$ cat src/rtl/ook_tx_pkg.sv
// ook_tx_pkg: shared types, constants and PRBS-7 helper for the OOK transmit framer and its receiver checker.
package ook_tx_pkg;

    typedef enum logic [2:0] {ST_IDLE, ST_PRE, ST_SYNC, ST_PAY, ST_GAP} ook_state_t;

    localparam logic [31:0] PRE_PATTERN   = 32'hAAAAAAAA;
    localparam logic [31:0] SYNC_WORD_DEF = 32'h5A0FF0A5;

    // x^7 + x^6 + 1: feedback from state bits 6 and 5
    localparam int PRBS_TAP_A = 6;
    localparam int PRBS_TAP_B = 5;
    localparam int PRBS_MAX_W = 64;

    typedef struct packed {
        logic [6:0]            state;
        logic [PRBS_MAX_W-1:0] bits;
    } prbs_res_t;

    // First generated bit lands in bits[n-1]; n must not exceed PRBS_MAX_W
    function automatic prbs_res_t prbs7_step_n(input logic [6:0] s, input int n);
        prbs_res_t r;
        logic fb;
        r.state = s;
        r.bits  = '0;
        for (int i = 0; i < PRBS_MAX_W; i++) begin
            if (i < n) begin
                fb      = r.state[PRBS_TAP_A] ^ r.state[PRBS_TAP_B];
                r.state = {r.state[5:0], fb};
                r.bits  = {r.bits[PRBS_MAX_W-2:0], fb};
            end
        end
        return r;
    endfunction

endpackage

$ cat src/rtl/btn_debounce.sv
// btn_debounce: two-flop synchronizer, stability debouncer and rising-edge pulse for a raw button.
module btn_debounce #(
    parameter int DEB_CYCLES = 1000000
) (
    input  logic clk,
    input  logic rst,
    input  logic btn_in,
    output logic level,
    output logic rise
);
    localparam int CW = $clog2(DEB_CYCLES);
    localparam logic [CW-1:0] LAST = CW'(DEB_CYCLES - 1);

    logic          sync1_q, sync1_d, sync2_q, sync2_d;
    logic          level_q, level_d, rise_q, rise_d;
    logic [CW-1:0] cnt_q, cnt_d;

    always_comb begin
        sync1_d = btn_in;
        sync2_d = sync1_q;
        level_d = level_q;
        cnt_d   = '0;
        // any cycle that agrees with the accepted level restarts the count
        if (sync2_q != level_q) begin
            cnt_d = cnt_q + 1'b1;
            if (cnt_q == LAST) begin
                level_d = sync2_q;
                cnt_d   = '0;
            end
        end
        rise_d = level_d & ~level_q;
    end

    always_ff @(posedge clk) begin
        if (rst) begin
            sync1_q <= 1'b0;
            sync2_q <= 1'b0;
            level_q <= 1'b0;
            rise_q  <= 1'b0;
            cnt_q   <= '0;
        end else begin
            sync1_q <= sync1_d;
            sync2_q <= sync2_d;
            level_q <= level_d;
            rise_q  <= rise_d;
            cnt_q   <= cnt_d;
        end
    end

    assign level = level_q;
    assign rise  = rise_q;
endmodule

$ cat src/rtl/ook_frame_gen.sv
// ook_frame_gen: OOK transmit framer emitting preamble, sync word, PRBS-7 payload and idle gap per button press.
module ook_frame_gen
    import ook_tx_pkg::*;
#(
    parameter int                DATA_W      = 32,
    parameter int                PRE_WORDS   = 4,
    parameter logic [DATA_W-1:0] SYNC_WORD   = DATA_W'(SYNC_WORD_DEF),
    parameter int                FRAME_WORDS = 1024,
    parameter int                GAP_WORDS   = 16,
    parameter logic [6:0]        PRBS_SEED   = 7'h7F,
    parameter int                DEB_CYCLES  = 1000000
) (
    input  logic              clk,
    input  logic              rst,
    input  logic              send_enable,
    input  logic              tx_ready,
    output logic [DATA_W-1:0] tx_data,
    output logic              frame_active,
    output logic              frame_done,
    output logic              frame_abort,
    output logic [15:0]       frame_cnt
);
    localparam int MAX_A     = PRE_WORDS > FRAME_WORDS ? PRE_WORDS : FRAME_WORDS;
    localparam int MAX_WORDS = MAX_A > GAP_WORDS ? MAX_A : GAP_WORDS;
    localparam int CNT_W     = $clog2(MAX_WORDS + 1);
    localparam logic [CNT_W-1:0] LAST_PRE = CNT_W'(PRE_WORDS - 1);
    localparam logic [CNT_W-1:0] LAST_PAY = CNT_W'(FRAME_WORDS - 1);
    localparam logic [CNT_W-1:0] LAST_GAP = CNT_W'(GAP_WORDS - 1);
    localparam logic [DATA_W-1:0] PRE_WORD = DATA_W'({(DATA_W + 31) / 32 {PRE_PATTERN}});

    logic              trig, btn_level, unused;
    ook_state_t        state_q, state_d;
    logic [CNT_W-1:0]  cnt_q, cnt_d;
    logic [6:0]        lfsr_q, lfsr_d;
    logic [DATA_W-1:0] tx_data_q, tx_data_d;
    logic              active_q, active_d, done_q, done_d, abort_q, abort_d;
    logic [15:0]       frame_cnt_q, frame_cnt_d;
    prbs_res_t         prbs_r;

    btn_debounce #(.DEB_CYCLES(DEB_CYCLES)) u_btn (
        .clk    (clk),
        .rst    (rst),
        .btn_in (send_enable),
        .level  (btn_level),
        .rise   (trig)
    );

    assign unused = ^{btn_level, prbs_r.bits >> DATA_W};

    // Outputs are computed for the state being entered, so tx_data always matches state_q
    always_comb begin
        prbs_r      = prbs7_step_n(lfsr_q, DATA_W);
        state_d     = state_q;
        cnt_d       = cnt_q;
        lfsr_d      = lfsr_q;
        tx_data_d   = '0;
        active_d    = 1'b0;
        done_d      = 1'b0;
        abort_d     = 1'b0;
        frame_cnt_d = frame_cnt_q;
        if ((state_q == ST_PRE || state_q == ST_SYNC || state_q == ST_PAY) && !tx_ready) begin
            state_d = ST_IDLE;
            abort_d = 1'b1;
        end else begin
            case (state_q)
                ST_IDLE: begin
                    if (trig && tx_ready) begin
                        state_d   = ST_PRE;
                        cnt_d     = '0;
                        lfsr_d    = PRBS_SEED;
                        tx_data_d = PRE_WORD;
                        active_d  = 1'b1;
                    end
                end
                ST_PRE: begin
                    state_d   = cnt_q == LAST_PRE ? ST_SYNC : ST_PRE;
                    tx_data_d = cnt_q == LAST_PRE ? SYNC_WORD : PRE_WORD;
                    cnt_d     = cnt_q + 1'b1;
                    active_d  = 1'b1;
                end
                ST_SYNC: begin
                    state_d   = ST_PAY;
                    cnt_d     = '0;
                    tx_data_d = prbs_r.bits[DATA_W-1:0];
                    lfsr_d    = prbs_r.state;
                    active_d  = 1'b1;
                end
                ST_PAY: begin
                    if (cnt_q == LAST_PAY) begin
                        state_d     = ST_GAP;
                        cnt_d       = '0;
                        done_d      = 1'b1;
                        frame_cnt_d = frame_cnt_q + 16'd1;
                    end else begin
                        cnt_d     = cnt_q + 1'b1;
                        tx_data_d = prbs_r.bits[DATA_W-1:0];
                        lfsr_d    = prbs_r.state;
                        active_d  = 1'b1;
                    end
                end
                ST_GAP: begin
                    state_d = cnt_q == LAST_GAP ? ST_IDLE : ST_GAP;
                    cnt_d   = cnt_q + 1'b1;
                end
                default: state_d = ST_IDLE;
            endcase
        end
    end

    always_ff @(posedge clk) begin
        if (rst) begin
            state_q     <= ST_IDLE;
            cnt_q       <= '0;
            lfsr_q      <= PRBS_SEED;
            tx_data_q   <= '0;
            active_q    <= 1'b0;
            done_q      <= 1'b0;
            abort_q     <= 1'b0;
            frame_cnt_q <= '0;
        end else begin
            state_q     <= state_d;
            cnt_q       <= cnt_d;
            lfsr_q      <= lfsr_d;
            tx_data_q   <= tx_data_d;
            active_q    <= active_d;
            done_q      <= done_d;
            abort_q     <= abort_d;
            frame_cnt_q <= frame_cnt_d;
        end
    end

    assign tx_data      = tx_data_q;
    assign frame_active = active_q;
    assign frame_done   = done_q;
    assign frame_abort  = abort_q;
    assign frame_cnt    = frame_cnt_q;
endmodule

$ cat config.mk
export PLATFORM = sky130hd
export DESIGN_NAME = ook_frame_gen
export DESIGN_NICKNAME = d
export VERILOG_FILES = /design/src/rtl/ook_tx_pkg.sv /design/src/rtl/btn_debounce.sv /design/src/rtl/ook_frame_gen.sv
export SDC_FILE = /design/constraint.sdc
export NUM_CORES = 1
export LEC_CHECK = 0
export CAP_MARGIN = 20
export CORE_MARGIN = 2
export CORE_UTILIZATION = 40
export DETAILED_ROUTE_END_ITERATION = 12
export GPL_TIMING_DRIVEN = 0
export PLACE_DENSITY = 0.7
export SYNTH_ARGS = -nofsm -noshare
export SYNTH_HDL_FRONTEND = slang
export SYNTH_SLANG_ARGS = --single-unit
$ cat constraint.sdc
create_clock -name clk -period 2.56 [get_ports clk]
set_input_delay 0.512 -clock clk [delete_from_list [all_inputs] [get_ports clk]]
set_output_delay 0.512 -clock clk [all_outputs]
set_load 0.05 [all_outputs]
==> run_results.csv, run 1 <==
group,metric,value,unit
status,status,"finished clean",
routing,route.met3.wl,429,microns
power,power_density,551,nW/um^2
finish,lay_top_cells,"96 x sky130_fd_sc_hd__dfxtp_1, 74 x sky130_fd_sc_hd__nor2_1, 53 x sky130_fd_sc_hd__clkdlybuf4s50_1",
synthesis,synthDistinctLibCells,48,
cts,cts_h_tree_depth,3,
timing,slew_violations,0,
synthesis,simple_gate_area_frac,0.244,
timing,setup_total_negative_slack,0,ns
timing,fin_crit,2.25,ns
synthesis,synth.mux.area_fraction,0.00732,
power,leakagePower,0.00183,uW
placed_design,buffer_ports.inserted,53,
hold_path,hold_class,"register to register",
synthesis,synth.ff_latch_count,96,
global_route,grt_pass1_vias,3065,
floorplan,core_util_floorplan,0.416,
synthesis,synth.cell_area,4100,sq um
global_route,groute.usage.overall,0.155,
routing,detailroute.wirelength.met2,3780,microns
global_route,globalRoute.totalOverflow,0,
timing,timing_hold_violations_final,0,
routing,detailedRoute.firstIterationViolations,127,
power,ir_drop,0.351,mV
-- run 1: power breakdown --
part | leakage, uW | switching [uW] | internal (uW)
Combinational | 0.000928 | 19.9 | 12.8
Sequential | 0.000774 | 1.23 | 1490
Clock | 0.000130 | 513 | 749
Total | 0.00183 | 534 | 2260
-- run 1: cell type report --
cell class / instances / area [sq um] / share of cell area
multi-input combinational: 318 / 2020 / 0.400
sequential: 96 / 1920 / 0.380
tap: 133 / 166 / 0.0329
clock inverter: 6 / 138 / 0.0272
inverter: 8 / 30.0 / 0.00593
timing repair buffer: 53 / 531 / 0.105
buffer: 23 / 126 / 0.0250
clock buffer: 9 / 124 / 0.0245
-- run 1: cell families after synthesis --
kind of cell / Yosys count
xor+xnor: 77
fa+ha+maj: 3
mux: 3
compound gates: 47
buf+inv: 31
simple gates: 188
flops: 96
-- run 1: flip-flops by register name (all words and copies together) (netlist names) --
register       count
u_btn.rise         1
u_btn.sync2_q      1
state_q            3
u_btn.cnt_q       20
u_btn.sync1_q      1
frame_done         1
frame_active       1
u_btn.level        1
frame_cnt         16
cnt_q             11
lfsr_q             7
tx_data           32
frame_abort        1
-- run 1: worst min-delay path by stage --
stage,end
floorplan,u_btn.sync2_q
CTS,u_btn.sync2_q
finish,u_btn.sync2_q
global placement,u_btn.sync2_q
detailed placement,u_btn.sync2_q
global route,u_btn.sync2_q
-- run 1: worst max-delay path: stages, from the launching register on --
cell	delay, ns
sky130_fd_sc_hd__dfxtp_1	0.41
sky130_fd_sc_hd__ha_1	0.25
sky130_fd_sc_hd__nand4b_1	0.22
sky130_fd_sc_hd__nor3_1	0.46
sky130_fd_sc_hd__nand2_1	0.18
sky130_fd_sc_hd__nand3_1	0.23
sky130_fd_sc_hd__clkbuf_2	0.25
sky130_fd_sc_hd__o21ai_0	0.12
Run 1, clock network drawn from the DEF:
Drawn at 3 px/micron.
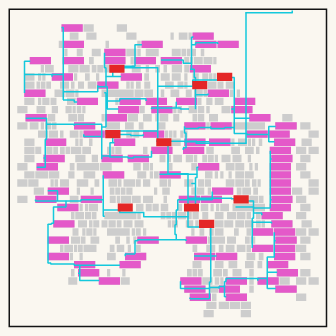
legend:
  magenta:
    item: flip-flops
    count: 96
  red:
    item: clock drivers
    count: 9
  cyan:
    item: clock wires
    length: 1,040 microns
flops lie: all over the die
routed clock nets: 10

Run 1, floorplan with the power grid:
Drawn at 4 px/micron. Pins as bars on the die edge.
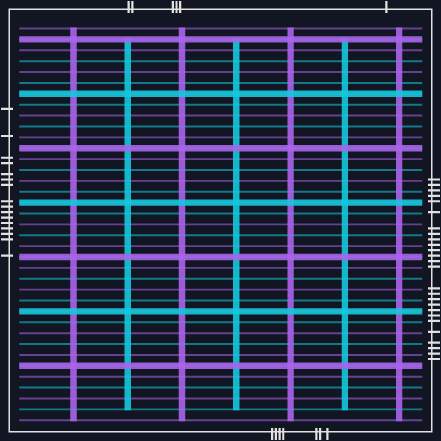
legend:
  cyan:
    net: VDD
  purple:
    net: VSS
rows: 36
met4 straps: 7
die outline width: 105 microns
Std-Cell Core Area: 9860 sq um

Run 1, wiring by layer:
Drawn at 4 px/micron.
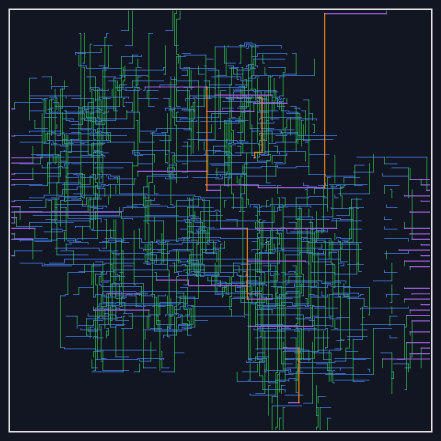
legend:
  purple:
    layer: metal 3
    wire_length: 429 microns
  green:
    layer: metal 2
    wire_length: 3,780 microns
  blue:
    layer: metal 1
    wire_length: 3,870 microns
  orange:
    layer: metal 4
    wire_length: 118 microns
post-detailed-routing wire length: 8190 microns
average wire per standard cell: 12.7 microns

==> run 2, diff against run 1 <==
Settings changed: CORE_UTILIZATION 40 to 54, PLACE_DENSITY 0.7 to 0.88.
Run 2, clock network drawn from the DEF:
Drawn at 3 px/micron.
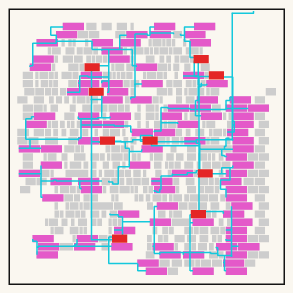
legend:
  red:
    item: clock drivers
    count: 9
  magenta:
    item: flip-flops
    count: 96
  cyan:
    item: clock wires
    length: 1,010 microns
routed clock nets: 10
proportion of power drawn by the clock network: 0.390
power drawn by the clock network: 975 uW
setup skew after layout: 0.00982 ns

==> run_results.csv, run 2 <==
group,metric,value,unit
setup_path,crit_path_max_fanout,10,
floorplan,core_util_floorplan,0.563,
cts,cts-root-to-sink-buffers,2,
timing,slew_violations,0,
timing,slew_headroom,0.586,
finish,finalNetCount,516,
cts,cts_h_tree_depth,3,
power,ir_drop,0.287,mV
floorplan,dieArea,8310,sq um
finish,combined_area_of_the_multi_input_logic_cells,2020,sq um
routing,totalWireLength,8100,microns
power,power_density,506,nW/um^2
synthesis,synth.ff_latch_count,96,
setup_path,cp-endpoint,"tx_data[0]",
setup_path,timing.critical_path.from,"cnt_q[0]",
routing,drt.antenna.violating_nets,0,
global_route,groute.usage.overall,0.205,
finish,lay_top_cells,"96 x sky130_fd_sc_hd__dfxtp_1, 74 x sky130_fd_sc_hd__nor2_1, 53 x sky130_fd_sc_hd__clkdlybuf4s50_1",
run,number_of_max_cap_violations,0,
power,leakagePower,0.00179,uW
synthesis,synth.cell_area,4100,sq um
hold_path,hold_class,"register to register",
hold_path,hold_path_end,"u_btn.sync2_q",
finish,final_core_utilization,0.679,
run,warning_count,26,
finish,register_area,1920,sq um
timing,setup_total_negative_slack,0,ns
routing,wl_per_cell,13.2,microns
floorplan,core,7290,sq um
placed_design,buffer_ports.inserted,53,
synthesis,yosysCellCount,445,
timing,timing_hold_violations_final,0,
global_route,grt_first_pass_wirelength,13900,microns
timing,final_min_period_over_clock_period,0.874,
synthesis,postSynthCellCount,445,
synthesis,synthDistinctLibCells,48,
finish,layout.cells.most_common,"sky130_fd_sc_hd__dfxtp_1",
status,status,"finished clean",
timing,fin_crit,2.24,ns
global_route,globalRoute.totalOverflow,0,
routing,detailedRoute.firstIterationViolations,140,
setup_path,critPathRequiredTime,2.79,ns
finish,number_of_flip_flops_under_the_largest_register_name,32,
global_route,grt_pass1_vias,3120,
floorplan,die_width,91.2,microns
routing,detailroute.via_count,3250,
Run 2, floorplan with the power grid:
Drawn at 4 px/micron. Pins as bars on the die edge.
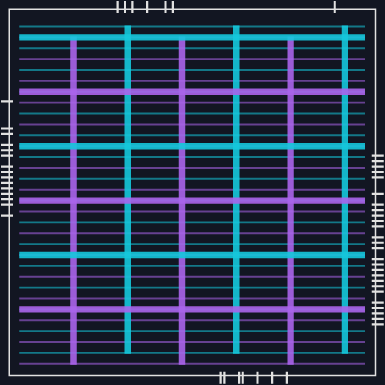
legend:
  cyan:
    net: VDD
  purple:
    net: VSS
signal pins: 55
met4 straps: 6
met1 rails: 32

## run 2: cell counts after synthesis
Identical to the previous run, type by type.
## run 2: cell families after synthesis
kind of cell               share of synthesized area
and+or+nand+nor                                0.244
muxes                                        0.00732
adders and majority gates                    0.00915
xor gates and xnor gates                       0.166
AOI/OAI and AO/OA                             0.0671
DFF                                            0.468
buffers and inverters                         0.0381
## run 2: worst max-delay path, cell delays in order (launching register included)
cell	delay (ns)
sky130_fd_sc_hd__dfxtp_1	0.40
sky130_fd_sc_hd__ha_1	0.23
sky130_fd_sc_hd__nand4b_1	0.21
sky130_fd_sc_hd__nor3_1	0.48
sky130_fd_sc_hd__nand2_1	0.18
sky130_fd_sc_hd__nand3_1	0.22
sky130_fd_sc_hd__clkbuf_2	0.23
sky130_fd_sc_hd__o21ai_0	0.14
## run 2: per-layer routing
layer / part of all wire / wire [microns] / vias up / GRT usage
met1: 0.45 / 3620 / 1522 / 0.243
met3: 0.043 / 345 / 12 / 0.0432
li1: - / - / 1628 / -
met5: 0 / 0 / - / 0
met2: 0.49 / 3980 / 88 / 0.352
met4: 0.020 / 161 / 0 / 0.0972
## run 2: per-stage QoR
stage               std cells  power, uW  worst slack, ns
floorplan                 445       1550            0.739
global placement          597       1560            0.144
detailed placement        597       1560            0.100
CTS                       612       2510            0.321
global route              612       2580           0.0363
finish                    612       2500            0.323
## run 2: area by class of cell
type | count | area share
repair buffers | 53 | 0.107
multi-input cells | 318 | 0.409
plain buffers | 23 | 0.0255
inverters | 8 | 0.00607
flip-flops and latches | 96 | 0.388
well taps | 99 | 0.0250
clock inverters | 6 | 0.0137
clock buffers | 9 | 0.0250
## run 2: power breakdown
group          internal, uW  leakage, uW  switching (uW)
logic                  12.8     0.000928            19.7
registers              1490     0.000774            1.30
clock network           451    0.0000921             524
total                  1960      0.00179             545
No activity file was given, so power comes from the tool's default toggle rates.
